### config.mk
export PLATFORM = sky130hd
export DESIGN_NAME = dcache_bus_bridge_flat
export DESIGN_NICKNAME = d
export VERILOG_FILES = /design/src/rtl/dcache_bus_bridge_if.sv /design/src/rtl/dcache_bus_bridge.sv /design/src/flat_wrapper.sv
export SDC_FILE = /design/constraint.sdc
export NUM_CORES = 1
export LEC_CHECK = 0
export CORE_MARGIN = 1.5
export CORE_UTILIZATION = 50
export CTS_BUF_LIST = sky130_fd_sc_hd__clkbuf_4 sky130_fd_sc_hd__clkbuf_8
export DETAILED_ROUTE_END_ITERATION = 6
export GPL_TIMING_DRIVEN = 0
export PLACE_DENSITY = 0.89
export SYNTH_ARGS = -nofsm -noshare
export SYNTH_HDL_FRONTEND = slang
export SYNTH_SLANG_ARGS = --single-unit
### constraint.sdc
create_clock -name clk -period 5.8 [get_ports clk]
set_input_delay 0.87 -clock clk [delete_from_list [all_inputs] [get_ports clk]]
set_output_delay 0.87 -clock clk [all_outputs]
set_load 0.05 [all_outputs]
### src/rtl/dcache_bus_bridge_if.sv
// rtl/dcache_bus_bridge_if.sv - word-wide request/grant/response data bus
//
// Signals:
//   bus_req    master->slave  request valid, held until grant
//   bus_we     master->slave  write enable
//   bus_addr   master->slave  word-aligned byte address
//   bus_wdata  master->slave  lane-replicated store data
//   bus_be     master->slave  byte enables
//   bus_gnt    slave->master  request accepted this cycle
//   bus_rvalid slave->master  read data valid or write acknowledge
//   bus_rdata  slave->master  read data
interface dcache_bus_bridge_if #(
    parameter int ADDR_WIDTH = 32,
    parameter int DATA_WIDTH = 32
);
    logic                  bus_req;
    logic                  bus_we;
    logic [ADDR_WIDTH-1:0] bus_addr;
    logic [DATA_WIDTH-1:0] bus_wdata;
    logic [3:0]            bus_be;
    logic                  bus_gnt;
    logic                  bus_rvalid;
    logic [DATA_WIDTH-1:0] bus_rdata;

    modport master (
        output bus_req, bus_we, bus_addr, bus_wdata, bus_be,
        input  bus_gnt, bus_rvalid, bus_rdata
    );

    modport slave (
        input  bus_req, bus_we, bus_addr, bus_wdata, bus_be,
        output bus_gnt, bus_rvalid, bus_rdata
    );
endinterface

### src/rtl/dcache_bus_bridge.sv
// rtl/dcache_bus_bridge.sv - Mem-stage data request to variable-latency bus bridge
//
// Ports:
//   clk, rst_n        core clock, asynchronous active-low reset
//   Mem_DcacheEN      request valid (load or store)
//   Mem_DcacheRd      1 = load, 0 = store
//   Mem_DcacheWidth   00 byte, 01 half, 10/11 word
//   Mem_DcacheAddr    byte address
//   Mem_DcacheSign    1 = sign-extend load result
//   EXMem_Rs2Data     store data, LSB-aligned
//   Dcache_DataRd     formatted load result, valid in the completion cycle
//   Dcache_StallReq   stall request to the pipeline controller
//   Dcache_Err        one-cycle flag: misaligned access or bus timeout
//   bus               master side of the data bus
module dcache_bus_bridge #(
    parameter int ADDR_WIDTH = 32,
    parameter int DATA_WIDTH = 32,
    parameter int TIMEOUT    = 255
) (
    input  logic                  clk,
    input  logic                  rst_n,
    input  logic                  Mem_DcacheEN,
    input  logic                  Mem_DcacheRd,
    input  logic [1:0]            Mem_DcacheWidth,
    input  logic [ADDR_WIDTH-1:0] Mem_DcacheAddr,
    input  logic                  Mem_DcacheSign,
    input  logic [DATA_WIDTH-1:0] EXMem_Rs2Data,
    output logic [DATA_WIDTH-1:0] Dcache_DataRd,
    output logic                  Dcache_StallReq,
    output logic                  Dcache_Err,
    dcache_bus_bridge_if.master   bus
);

    typedef enum logic [1:0] {
        IDLE = 2'd0,
        REQ  = 2'd1,
        WAIT = 2'd2,
        DONE = 2'd3
    } state_t;

    localparam logic [7:0] LAST_WAIT = 8'(TIMEOUT - 1);

    state_t state, state_next;

    logic [7:0]            wait_cnt;
    logic                  timeout_hit;

    // Load attributes captured at request time; the pipeline inputs are not
    // relied upon once the transaction has been launched.
    logic                  ld_load;
    logic [1:0]            ld_width;
    logic                  ld_sign;
    logic [1:0]            ld_off;

    logic                  misaligned;
    logic [3:0]            fmt_be;
    logic [DATA_WIDTH-1:0] fmt_wdata;
    logic [DATA_WIDTH-1:0] rd_shifted;
    logic [DATA_WIDTH-1:0] rd_fmt;

    // Store lane steering and byte enables; loads use the same enables.
    always_comb begin
        fmt_be     = 4'b1111;
        fmt_wdata  = EXMem_Rs2Data;
        misaligned = 1'b0;
        case (Mem_DcacheWidth)
            2'b00: begin
                fmt_be    = 4'b0001 << Mem_DcacheAddr[1:0];
                fmt_wdata = {4{EXMem_Rs2Data[7:0]}};
            end
            2'b01: begin
                fmt_be     = Mem_DcacheAddr[1] ? 4'b1100 : 4'b0011;
                fmt_wdata  = {2{EXMem_Rs2Data[15:0]}};
                misaligned = Mem_DcacheAddr[0];
            end
            default: begin
                fmt_be     = 4'b1111;
                fmt_wdata  = EXMem_Rs2Data;
                misaligned = |Mem_DcacheAddr[1:0];
            end
        endcase
    end

    // Load alignment and extension from the captured lane offset.
    always_comb begin
        rd_shifted = bus.bus_rdata >> {ld_off, 3'b000};
        rd_fmt     = rd_shifted;
        case (ld_width)
            2'b00:   rd_fmt = {{24{ld_sign & rd_shifted[7]}}, rd_shifted[7:0]};
            2'b01:   rd_fmt = {{16{ld_sign & rd_shifted[15]}}, rd_shifted[15:0]};
            default: rd_fmt = rd_shifted;
        endcase
    end

    assign timeout_hit = (wait_cnt == LAST_WAIT);

    // DONE drops the stall so the pipeline advances exactly once.
    assign Dcache_StallReq = ((state == IDLE) && Mem_DcacheEN) ||
                             (state == REQ) || (state == WAIT);

    always_ff @(posedge clk or negedge rst_n) begin
        if (!rst_n) begin
            state <= IDLE;
        end else begin
            state <= state_next;
        end
    end

    always_comb begin
        state_next = state;
        case (state)
            IDLE: begin
                if (Mem_DcacheEN) begin
                    state_next = misaligned ? DONE : REQ;
                end
            end
            REQ: begin
                if (bus.bus_gnt) begin
                    state_next = WAIT;
                end
            end
            WAIT: begin
                if (bus.bus_rvalid || timeout_hit) begin
                    state_next = DONE;
                end
            end
            DONE: begin
                // EN is deliberately ignored: the same instruction is still
                // presented for this one cycle.
                state_next = IDLE;
            end
            default: state_next = IDLE;
        endcase
    end

    always_ff @(posedge clk or negedge rst_n) begin
        if (!rst_n) begin
            bus.bus_req   <= 1'b0;
            bus.bus_we    <= 1'b0;
            bus.bus_addr  <= '0;
            bus.bus_wdata <= '0;
            bus.bus_be    <= 4'b0000;
            Dcache_DataRd <= '0;
            Dcache_Err    <= 1'b0;
            wait_cnt      <= 8'd0;
            ld_load       <= 1'b0;
            ld_width      <= 2'b00;
            ld_sign       <= 1'b0;
            ld_off        <= 2'b00;
        end else begin
            case (state)
                IDLE: begin
                    Dcache_DataRd <= '0;
                    Dcache_Err    <= 1'b0;
                    if (Mem_DcacheEN) begin
                        if (misaligned) begin
                            Dcache_Err <= 1'b1;
                        end else begin
                            bus.bus_req   <= 1'b1;
                            bus.bus_we    <= ~Mem_DcacheRd;
                            bus.bus_addr  <= {Mem_DcacheAddr[ADDR_WIDTH-1:2], 2'b00};
                            bus.bus_wdata <= fmt_wdata;
                            bus.bus_be    <= fmt_be;
                            ld_load       <= Mem_DcacheRd;
                            ld_width      <= Mem_DcacheWidth;
                            ld_sign       <= Mem_DcacheSign;
                            ld_off        <= Mem_DcacheAddr[1:0];
                        end
                    end
                end
                REQ: begin
                    if (bus.bus_gnt) begin
                        bus.bus_req <= 1'b0;
                        wait_cnt    <= 8'd0;
                    end
                end
                WAIT: begin
                    // A response in the timeout cycle wins over the error.
                    if (bus.bus_rvalid) begin
                        Dcache_DataRd <= ld_load ? rd_fmt : '0;
                    end else if (timeout_hit) begin
                        Dcache_Err    <= 1'b1;
                        Dcache_DataRd <= '0;
                    end else begin
                        wait_cnt <= wait_cnt + 8'd1;
                    end
                end
                DONE: begin
                    Dcache_DataRd <= '0;
                    Dcache_Err    <= 1'b0;
                end
                default: ;
            endcase
        end
    end

endmodule

### src/flat_wrapper.sv
// flat-port wrapper written by rule: the top's interface ports become plain ports
module dcache_bus_bridge_flat 
#(
    parameter int ADDR_WIDTH = 32,
    parameter int DATA_WIDTH = 32,
    parameter int TIMEOUT    = 255
)
  (clk, rst_n, Mem_DcacheEN, Mem_DcacheRd, Mem_DcacheWidth, Mem_DcacheAddr, Mem_DcacheSign, EXMem_Rs2Data, Dcache_DataRd, Dcache_StallReq, Dcache_Err, bus_bus_req, bus_bus_we, bus_bus_addr, bus_bus_wdata, bus_bus_be, bus_bus_gnt, bus_bus_rvalid, bus_bus_rdata);
  dcache_bus_bridge_if #(.ADDR_WIDTH(ADDR_WIDTH), .DATA_WIDTH(DATA_WIDTH)) bus_i ();
  input  logic clk;
  input  logic rst_n;
  input  logic Mem_DcacheEN;
  input  logic Mem_DcacheRd;
  input  logic [1:0] Mem_DcacheWidth;
  input  logic [ADDR_WIDTH-1:0] Mem_DcacheAddr;
  input  logic Mem_DcacheSign;
  input  logic [DATA_WIDTH-1:0] EXMem_Rs2Data;
  output logic [DATA_WIDTH-1:0] Dcache_DataRd;
  output logic Dcache_StallReq;
  output logic Dcache_Err;
  output wire logic [$bits(bus_i.bus_req)-1:0] bus_bus_req;
  output wire logic [$bits(bus_i.bus_we)-1:0] bus_bus_we;
  output wire logic [$bits(bus_i.bus_addr)-1:0] bus_bus_addr;
  output wire logic [$bits(bus_i.bus_wdata)-1:0] bus_bus_wdata;
  output wire logic [$bits(bus_i.bus_be)-1:0] bus_bus_be;
  input wire logic [$bits(bus_i.bus_gnt)-1:0] bus_bus_gnt;
  input wire logic [$bits(bus_i.bus_rvalid)-1:0] bus_bus_rvalid;
  input wire logic [$bits(bus_i.bus_rdata)-1:0] bus_bus_rdata;
  assign bus_bus_req = bus_i.bus_req;
  assign bus_bus_we = bus_i.bus_we;
  assign bus_bus_addr = bus_i.bus_addr;
  assign bus_bus_wdata = bus_i.bus_wdata;
  assign bus_bus_be = bus_i.bus_be;
  assign bus_i.bus_gnt = bus_bus_gnt;
  assign bus_i.bus_rvalid = bus_bus_rvalid;
  assign bus_i.bus_rdata = bus_bus_rdata;
  dcache_bus_bridge #(.ADDR_WIDTH(ADDR_WIDTH), .DATA_WIDTH(DATA_WIDTH), .TIMEOUT(TIMEOUT)) u_core (.clk(clk), .rst_n(rst_n), .Mem_DcacheEN(Mem_DcacheEN), .Mem_DcacheRd(Mem_DcacheRd), .Mem_DcacheWidth(Mem_DcacheWidth), .Mem_DcacheAddr(Mem_DcacheAddr), .Mem_DcacheSign(Mem_DcacheSign), .EXMem_Rs2Data(EXMem_Rs2Data), .Dcache_DataRd(Dcache_DataRd), .Dcache_StallReq(Dcache_StallReq), .Dcache_Err(Dcache_Err), .bus(bus_i));
endmodule
==> run notes, run 1 <==
Entry: Yosys synthesis followed by OpenROAD place and route.

Status:
- The run finished with clean final reports.

Yosys:
- By area the synthesized netlist is led by dfrtp_1 (52%), mux2_2 (11%), mux2i_1 (8.2%).
- The commonest register cell is dfrtp_1.
- Summing every instance area after synthesis gives 0.00563 mm^2.

Detailed routing:
- The run gives the detail-routed via count per cell as 5.74.
- The run gives the count of nets left with antenna violations after detail routing as 0.
- The run puts the routed length on met2 at 8370 um.

Worst setup path:
- The worst setup path is of the in2out kind.
- The run gives the critical path startpoint as Mem_DcacheEN.
- The worst setup path is captured at a primary output.
- The run gives the startpoint of the lowest-slack register-to-register path as u_core.state[1].
- The run puts the worst reg-to-reg setup slack at 3580 ps.

GRT:
- The first global-routing pass estimated 26,400 um of wire.
- Routing resource usage on met2 recorded by global route was 49.9%.

Placement:
- The run gives the final weighted congestion in routability-driven placement as 0.900.

Finish:
- The run gives the post-layout instance count excluding filler cells as 872.
- The number of antenna diodes in the final layout is 0.

Clock tree:
- Counting the buffers created by CTS gives 17.
- The cell sitting at the root of the clock tree is a clkbuf_8.
- TritonCTS built the clock tree.
- The run puts the number of instances resized during post-cts repair at 0.
- The clock passes through at most 2 buffers.

Floorplan:
- The run puts the initial core utilization at 51.7%.
- The overall die size recorded for this design is 0.0119 mm^2.

Worst hold path:
- The run puts the count of cells along the worst hold path at 2.

Timing:
- Across all hold checks on the routed design, the worst slack comes to 486 ps.
==> run 1: cell families after synthesis <==
kind of cell	synth area share, %
AND-OR/OR-AND	14.0
XOR/XNOR	0.156
adder cells (fa/ha/maj)	1.11
buffers and inverters	3.51
flip-flops	52.0
multiplexers	19.5
other	0.0667
AND/OR/NAND/NOR	9.63
==> run 1: report_power, final <==
part	internal (uW)	leakage, uW	switching [uW]	total [uW]
registers	1150	0.00149	211	1360
clock network	471	0.000216	322	793
logic	1020	0.00196	1830	2850
==> run 1: state kept, by name, indices dropped and copies added, names as in the netlist, 2 cells and up <==
name and cells:
u_core.Dcache_DataRd 32, u_core.bus.bus_wdata 32, u_core.bus.bus_addr 30, u_core.wait_cnt 8, u_core.bus.bus_be 4, u_core.ld_off 2, u_core.ld_width 2, u_core.state 2
==> run 1: final cells by class <==
cell class                      count  area, um^2  area share, %
Multi-Input combinational cell    334        2500           30.1
Inverter                            8        30.0          0.361
Buffer                             34         168           2.02
Sequential cell                   117        2930           35.2
Clock buffer                       23         298           3.58
Timing Repair Buffer              207        2090           25.1
Tap cell                          140         175           2.11
Clock inverter                      9         125           1.50
==> run 1: cell usage in the layout, fill, tap and decap left out, drive strengths merged, types with 7 or more instances in the layout <==
| cell type | instances |
|---|---|
| buf | 23 |
| nor2 | 31 |
| mux2i | 46 |
| o21ai | 45 |
| a221o | 8 |
| nand2 | 44 |
| dfrtp | 117 |
| clkbuf | 36 |
| nand3 | 8 |
| o2bb2ai | 15 |
| a211o | 9 |
| a21oi | 20 |
| mux2 | 54 |
| inv | 8 |
| nand3b | 7 |
| clkdlybuf4s50 | 205 |
==> run 1: critical path, cell delays in order <==
cell and delay, ps:
clkdlybuf4s50_1 480, nand2_1 100, nand2_1 110, clkdlybuf4s50_1 810
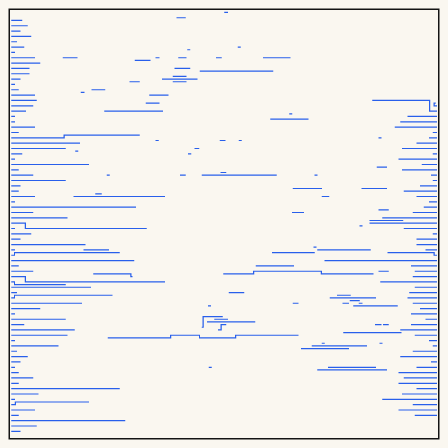
*M3 wires, run 1*
main direction	horizontal
share of all routed wire	8.9%
nets with wire on the layer	185
wire length on this layer	1,520 um
longest straight run	35.4 um
total via count after detailed routing: 5,003
Post-Route WL: 17,100 um

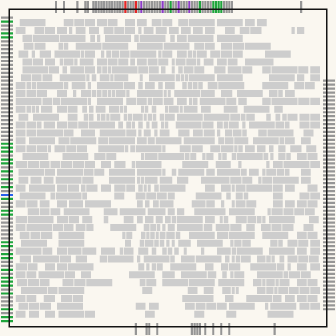
*Pin placement, run 1*
Pins as bars across the die edge, other pins in grey.
colour	port	pins	direction	edge
red	Mem_DcacheWidth	2	input	top
purple	bus_bus_be	4	output	top
green	Mem_DcacheAddr	32	input	26 left, 6 top
blue	Mem_DcacheEN	1	input	left
Chip Width: 109 um
number of port buffers: 206

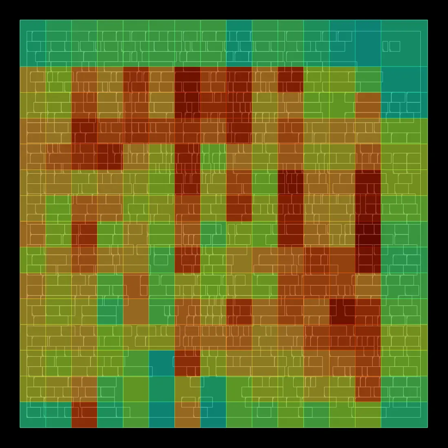
*Track usage over the die, run 1*
DR WL/cell: 19.7 um
Most Used Layer, Global Route: met2
GRT Overall Usage: 29.7%
met1 capacity usage during global routing: 35.2%
Final Util: 76.4%

### Signal wires by layer, run 1

Only two layers are drawn.
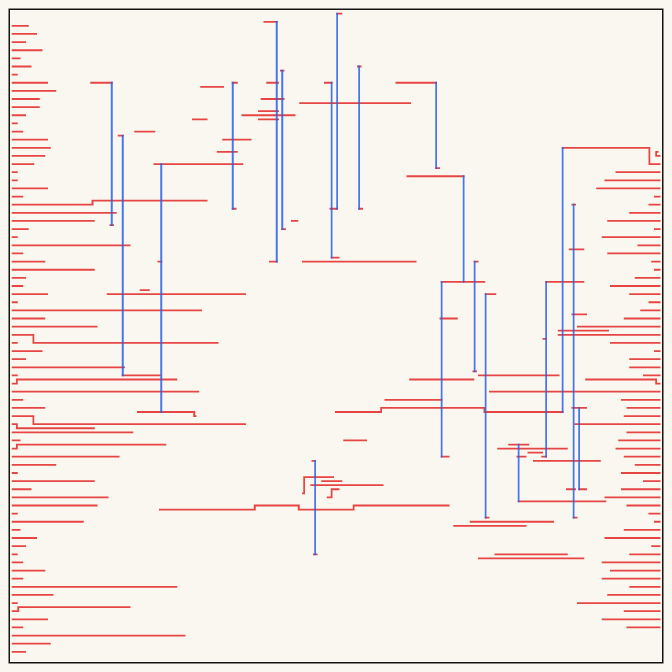

## Run 2: what changed since run 1
- CORE_UTILIZATION: 50 -> 42
- PLACE_DENSITY: 0.89 -> 0.8
- clock period: 5.8 -> 2.6 ns (I/O delays scaled with it)
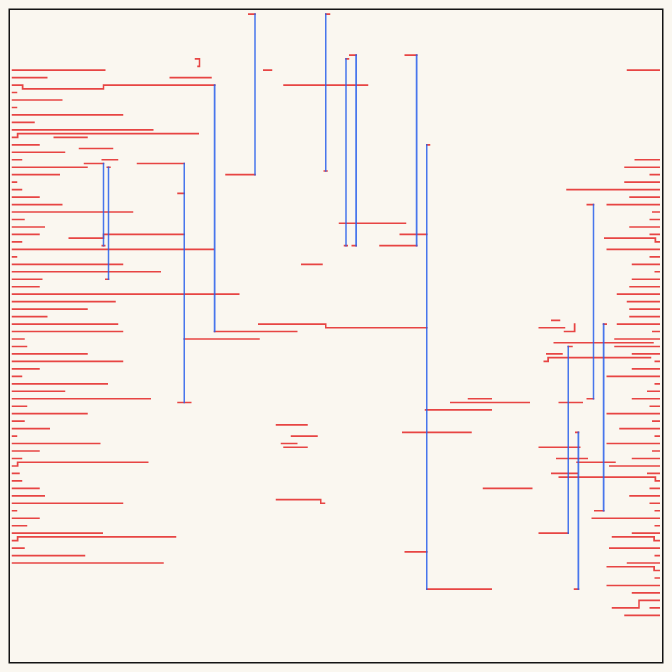
*Signal wires by layer, run 2*
Only two layers are drawn.
colour	layer	wire length
red	metal 3	1,460 um
blue	metal 4	498 um
DR WL/cell: 18.2 um
total via count after detailed routing: 4,867
GRT Overall Usage: 24.0%
Post-Route WL: 16,500 um

==> run notes, run 2 <==
Entry: Yosys synthesis followed by OpenROAD place and route.

Worst setup path:
- The run puts the number of cells on the critical path at 5 (was 4).
- Critical path cell sequence: inv_1 -> ha_1 -> nor2_2 -> nand2_1 -> dlygate4sd2_1 (was clkdlybuf4s50_1 -> nand2_1 -> nand2_1 -> clkdlybuf4s50_1).
- The run gives the worst reg-to-reg setup slack as 350 ps (was 3580 ps).
- The run gives the slowest stage cell on the critical path as dlygate4sd2_1 (was clkdlybuf4s50_1).
- The type of destination of the critical path is a primary output (unchanged).
- The buffers plus inverters on the worst setup path came to 2 (unchanged).

Floorplan:
- The run gives the initial core utilization as 42.8% (was 51.7%).

Finish:
- The run puts the count of non-CTS inverters in the layout at 8 (unchanged).
- The run gives the number of multi-input logic gates as 334 (unchanged).
- Highest-count cells in the layout ignoring fill and taps: clkdlybuf4s50_1 (204), dfrtp_1 (117), mux2_2 (53) (was clkdlybuf4s50_1 (205), dfrtp_1 (117), mux2_2 (53)).
- The run gives the fraction of area in multi-input gates as 29.9% (was 30.1%).
- The run puts the post-layout instance count excluding filler cells at 908 (was 872).
- The run puts the number of clock buffers in the layout at 23 (unchanged).
- The area used by multi-input combinational logic was 0.00250 mm^2 (unchanged).
- The run puts the flip-flop and latch share of the layout cell area at 35.0% (was 35.2%).
- The top cell class by occupied area is sequential cells (unchanged).
- The diode insertion count for antenna repair came to 0 (unchanged).

Clock tree:
- The run gives the clock tree from TritonCTS as yes (unchanged).
- The buffer levels on the longest clock path is 2 (unchanged).

Placement:
- The tally of buffers added on design ports was 206 (unchanged).

Yosys:
- The flip-flop cell with the highest count after synthesis is dfrtp_1 (unchanged).
- The run gives the area of the mapped netlist as 0.00563 mm^2 (unchanged).

Status:
- Result of the run: finished, final reports clean (unchanged).
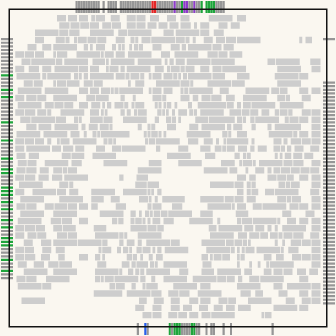
*Pin placement, run 2*
Pins as bars across the die edge, other pins in grey.
colour	port	pins	direction	edge
blue	Mem_DcacheEN	1	input	bottom
purple	bus_bus_be	4	output	top
red	Mem_DcacheWidth	2	input	top
green	Mem_DcacheAddr	32	input	20 left, 6 top, 6 bottom
Chip Width: 119 um
vertical extent of the die: 119 um

[run 2: cell types whose count changed in the layout (fill, tap and decap cells not counted), sizes merged]
cell	change
clkdlybuf4s50	-1
clkinvlp	+1
dlygate4sd2	+1
dlygate4sd3	+1
clkinv	-2
[run 2: worst min-delay path by stage]
stage                               endpoint  slack, ps  cells after the start                startpoint
floorplan            u_core.Dcache_DataRd[0]         90                      0                     rst_n
global placement    u_core.bus.bus_wdata[30]        460                      2  u_core.bus.bus_wdata[30]
detailed placement  u_core.Dcache_DataRd[11]        330                      1                     rst_n
CTS                 u_core.Dcache_DataRd[11]        430                      2                     rst_n
global route        u_core.Dcache_DataRd[11]        460                      2                     rst_n
finish              u_core.Dcache_DataRd[11]        430                      2                     rst_n
[run 2: power by group]
group	switching (uW)	internal (uW)	leakage, uW	total [uW]
combinational	4040	2260	0.00197	6310
clock	716	1060	0.000211	1780
sequential	444	2560	0.00149	3010
[run 2: logic make-up after synthesis]
family,Yosys count,synth area share (%)
other cells,1,0.0667
simple gates,111,9.63
xor+xnor,1,0.156
flops,117,52.0
mux,101,19.5
compound gates,114,14.0
buf+inv,42,3.51
fa+ha+maj,5,1.11
[run 2: repair_timing]
item | 4_1_cts | 5_1_grt
gates resized | 1 | 0
endpoints found under the hold margin | 40 | 0
hold buffers | 1 | 0
endpoints found under the setup margin | 1 | 0
[run 2: stage by stage]
stage	area (um^2)	hold WS, ps
floorplan	5630	94.4
global placement	7910	463
detailed placement	7940	332
CTS	8380	434
global route	8380	463
finish	8380	429
[run 2: routing by layer]
layer | global-route usage (%) | up-vias | share of wire, %
met5 | 0 | - | 0
met4 | 11.0 | 0 | 3.0
met3 | 8.40 | 35 | 8.8
met2 | 39.8 | 226 | 49
met1 | 27.8 | 2381 | 40
li1 | - | 2225 | -
### M3 wires, run 2

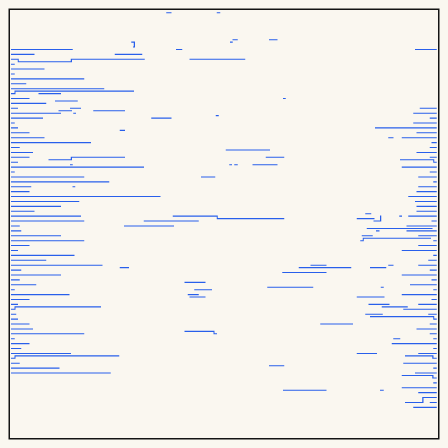

## Run 3: what changed since run 2
- CAP_MARGIN: default -> 15
- CORE_UTILIZATION: 42 -> 56
- CTS_BUF_LIST: sky130_fd_sc_hd__clkbuf_4 sky130_fd_sc_hd__clkbuf_8 -> sky130_fd_sc_hd__clkbuf_2
- DONT_BUFFER_PORTS: default -> 1
- PLACE_DENSITY: 0.8 -> 0.74
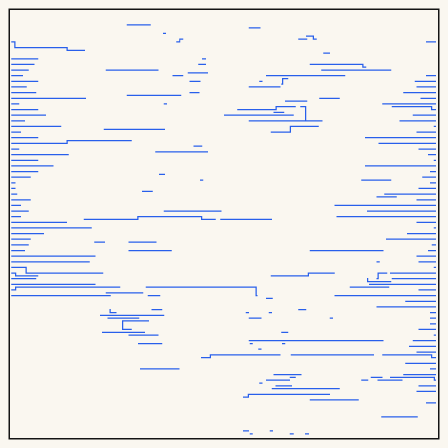
*M3 wires, run 3*
nets with wire on the layer	158
longest straight run	32.2 um
share of all routed wire	9.3%
wire length on this layer	1,440 um
total via count after detailed routing: 4,545
Post-Route WL: 15,400 um
met3 capacity usage during global routing: 9.41%

==> run notes, run 3 <==
Entry: Yosys synthesis followed by OpenROAD place and route.

Status:
- Result of the run: complete, but fails checks (was finished, final reports clean).
- The checks that failed: negative hold slack.

Placement:
- The run gives the post-place setup slack as 473 ps (was 131 ps).
- The final HPWL from detailed placement came to 9760 um (was 12,500 um).
- The run puts the final weighted congestion in routability-driven placement at 0.845 (was 0.896).
- The tally of buffers added on design ports is 0 (was 206).

Detailed routing:
- The run gives the detail-routed via count per cell as 6.06 (was 5.36).
- The run gives the mean routed wirelength per cell as 20.6 um (was 18.2 um).
- The count of nets left with antenna violations after detail routing was 0 (unchanged).
- The run gives the number of remaining DRC errors as 0 (unchanged).

Worst setup path:
- The worst reg-to-reg setup slack came to 220 ps (was 350 ps).
- Critical path cell sequence: inv_1 -> ha_1 -> nor2_2 -> nand2_2 (was inv_1 -> ha_1 -> nor2_2 -> nand2_1 -> dlygate4sd2_1).
- The run gives the type of destination of the critical path as a primary output (unchanged).
- The run gives the slowest stage cell on the critical path as dfrtp_1 (was dlygate4sd2_1).
- The number of cells on the critical path was 4 (was 5).
- The start-to-end type of the worst setup path is reg2out (unchanged).
- The run gives the startpoint of the lowest-slack register-to-register path as u_core.state[1] (unchanged).
- The run gives the critical path startpoint as u_core.state[1] (unchanged).
- The cell class contributing the biggest share of worst-path delay is simple AND/OR/NAND/NOR gates (was buffers and inverters).

Clock tree:
- The clock tree from TritonCTS was yes (unchanged).
- The run gives the cell at the root of the clock tree as clkbuf_2 (was clkbuf_8).
- The run puts the buffer levels on the longest clock path at 2 (unchanged).
- The CTS buffer count came to 17 (unchanged).

GRT:
- The total routing usage reported by global routing was 28.9% (was 24.0%).
- The run puts the global-route wire length before repair at 23,100 um (was 26,200 um).
- The run gives the overflow left after global routing as 0 (unchanged).

Yosys:
- Ranking of synthesized cells by instance count: dfrtp_1 (117), mux2_2 (53), mux2i_1 (46) (unchanged).
- The run gives the area of the mapped netlist as 0.00563 mm^2 (unchanged).
- The flip-flop cell with the highest count after synthesis is dfrtp_1 (unchanged).
- Largest cells by area: dfrtp_1 (52%), mux2_2 (11%), mux2i_1 (8.2%) (unchanged).
- The run gives the proportion of synthesized flip-flops having asynchronous set or reset as 100% (unchanged).
- The chip area estimate from yosys synthesis was 0.00563 mm^2 (unchanged).

Timing:
- The worst-case hold slack was -610 ps (was 429 ps).
- The run gives the number of hold violations in the final report as 117 (was 0).
- The run puts the final number of setup-violating endpoints at 0 (unchanged).

Finish:
- The run puts the final non-filler cell area at 0.00692 mm^2 (was 0.00838 mm^2).
- The run puts the diode insertion count for antenna repair at 0 (unchanged).
- Largest registers: u_core.Dcache_DataRd (32), u_core.bus.bus_wdata (32), u_core.bus.bus_addr (30) (unchanged).
- Highest-count cells in the layout ignoring fill and taps: dfrtp_1 (117), dlygate4sd3_1 (93), mux2_2 (53) (was clkdlybuf4s50_1 (204), dfrtp_1 (117), mux2_2 (53)).
- The most frequently placed logic cell in the final layout is dfrtp_1 (was clkdlybuf4s50_1).
- The utilization after layout is 70.8% (was 63.8%).

Floorplan:
- The run puts the chip width at 103 um (was 119 um).
- The die span in y was 103 um (was 119 um).
- The run puts the die footprint at 0.0107 mm^2 (was 0.0141 mm^2).
- The run gives the initial core utilization as 57.6% (was 42.8%).
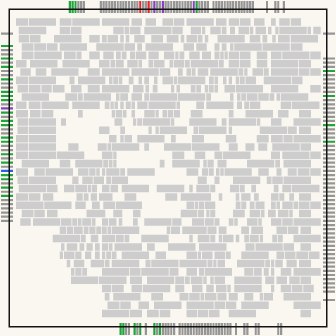
*Pin placement, run 3*
Pins as bars across the die edge, other pins in grey.
colour	port	pins	direction	edge
blue	Mem_DcacheEN	1	input	left
green	Mem_DcacheAddr	32	input	18 left, 6 bottom, 4 top, 4 right
purple	bus_bus_be	4	output	3 top, 1 left
red	Mem_DcacheWidth	2	input	top
all pins by edge	64 top, 59 right, 44 left, 42 bottom

==> run 3: cell counts after synthesis <==
No cell type changed its count.
==> run 3: area by class of cell <==
| type | count | area, um^2 | area share, % |
|---|---|---|---|
| clock inverters | 15 | 110 | 1.59 |
| multi-input cells | 334 | 2510 | 36.2 |
| repair buffers | 93 | 931 | 13.4 |
| well taps | 133 | 166 | 2.40 |
| clock buffers | 17 | 85.1 | 1.23 |
| flip-flops and latches | 117 | 2930 | 42.3 |
| plain buffers | 33 | 165 | 2.39 |
| inverters | 8 | 30.0 | 0.434 |
==> run 3: cell families after synthesis <==
group | Yosys count | share of synthesized area [%]
compound gates | 114 | 14.0
xor+xnor | 1 | 0.156
fa+ha+maj | 5 | 1.11
buf+inv | 42 | 3.51
flops | 117 | 52.0
mux | 101 | 19.5
other cells | 1 | 0.0667
simple gates | 111 | 9.63
==> run 3: metal layers <==
metal	vias up	global-route usage, %	part of all wire [%]
li1	2009	-	-
met1	2232	35.0	38
met2	267	47.6	50
met3	37	9.41	9.3
met4	0	12.8	2.3
met5	-	0	0
==> run 3: power breakdown <==
part,leakage (uW),internal [uW],switching [uW]
Clock,0.000102,245,755
Sequential,0.00149,2510,2950
Combinational,0.00155,1160,1310
==> run 3: per-stage QoR <==
stage	hold slack (ps)	cells	power (uW)
finish	-610	750	8930
global route	-713	750	9350
CTS	-693	750	8900
detailed placement	96.6	626	7760
global placement	96.7	626	7630
floorplan	94.4	493	7160
==> run 3: timing repair <==
action / 4_1_cts / 5_1_grt
setup buffers: 0 / 0
hold buffers: 92 / 1
resized: 0 / 3
endpoints found under the setup margin: 0 / 2
hold endpoints to repair: 217 / 118
Power figures rest on the tool's default switching activity, not on a simulated workload.
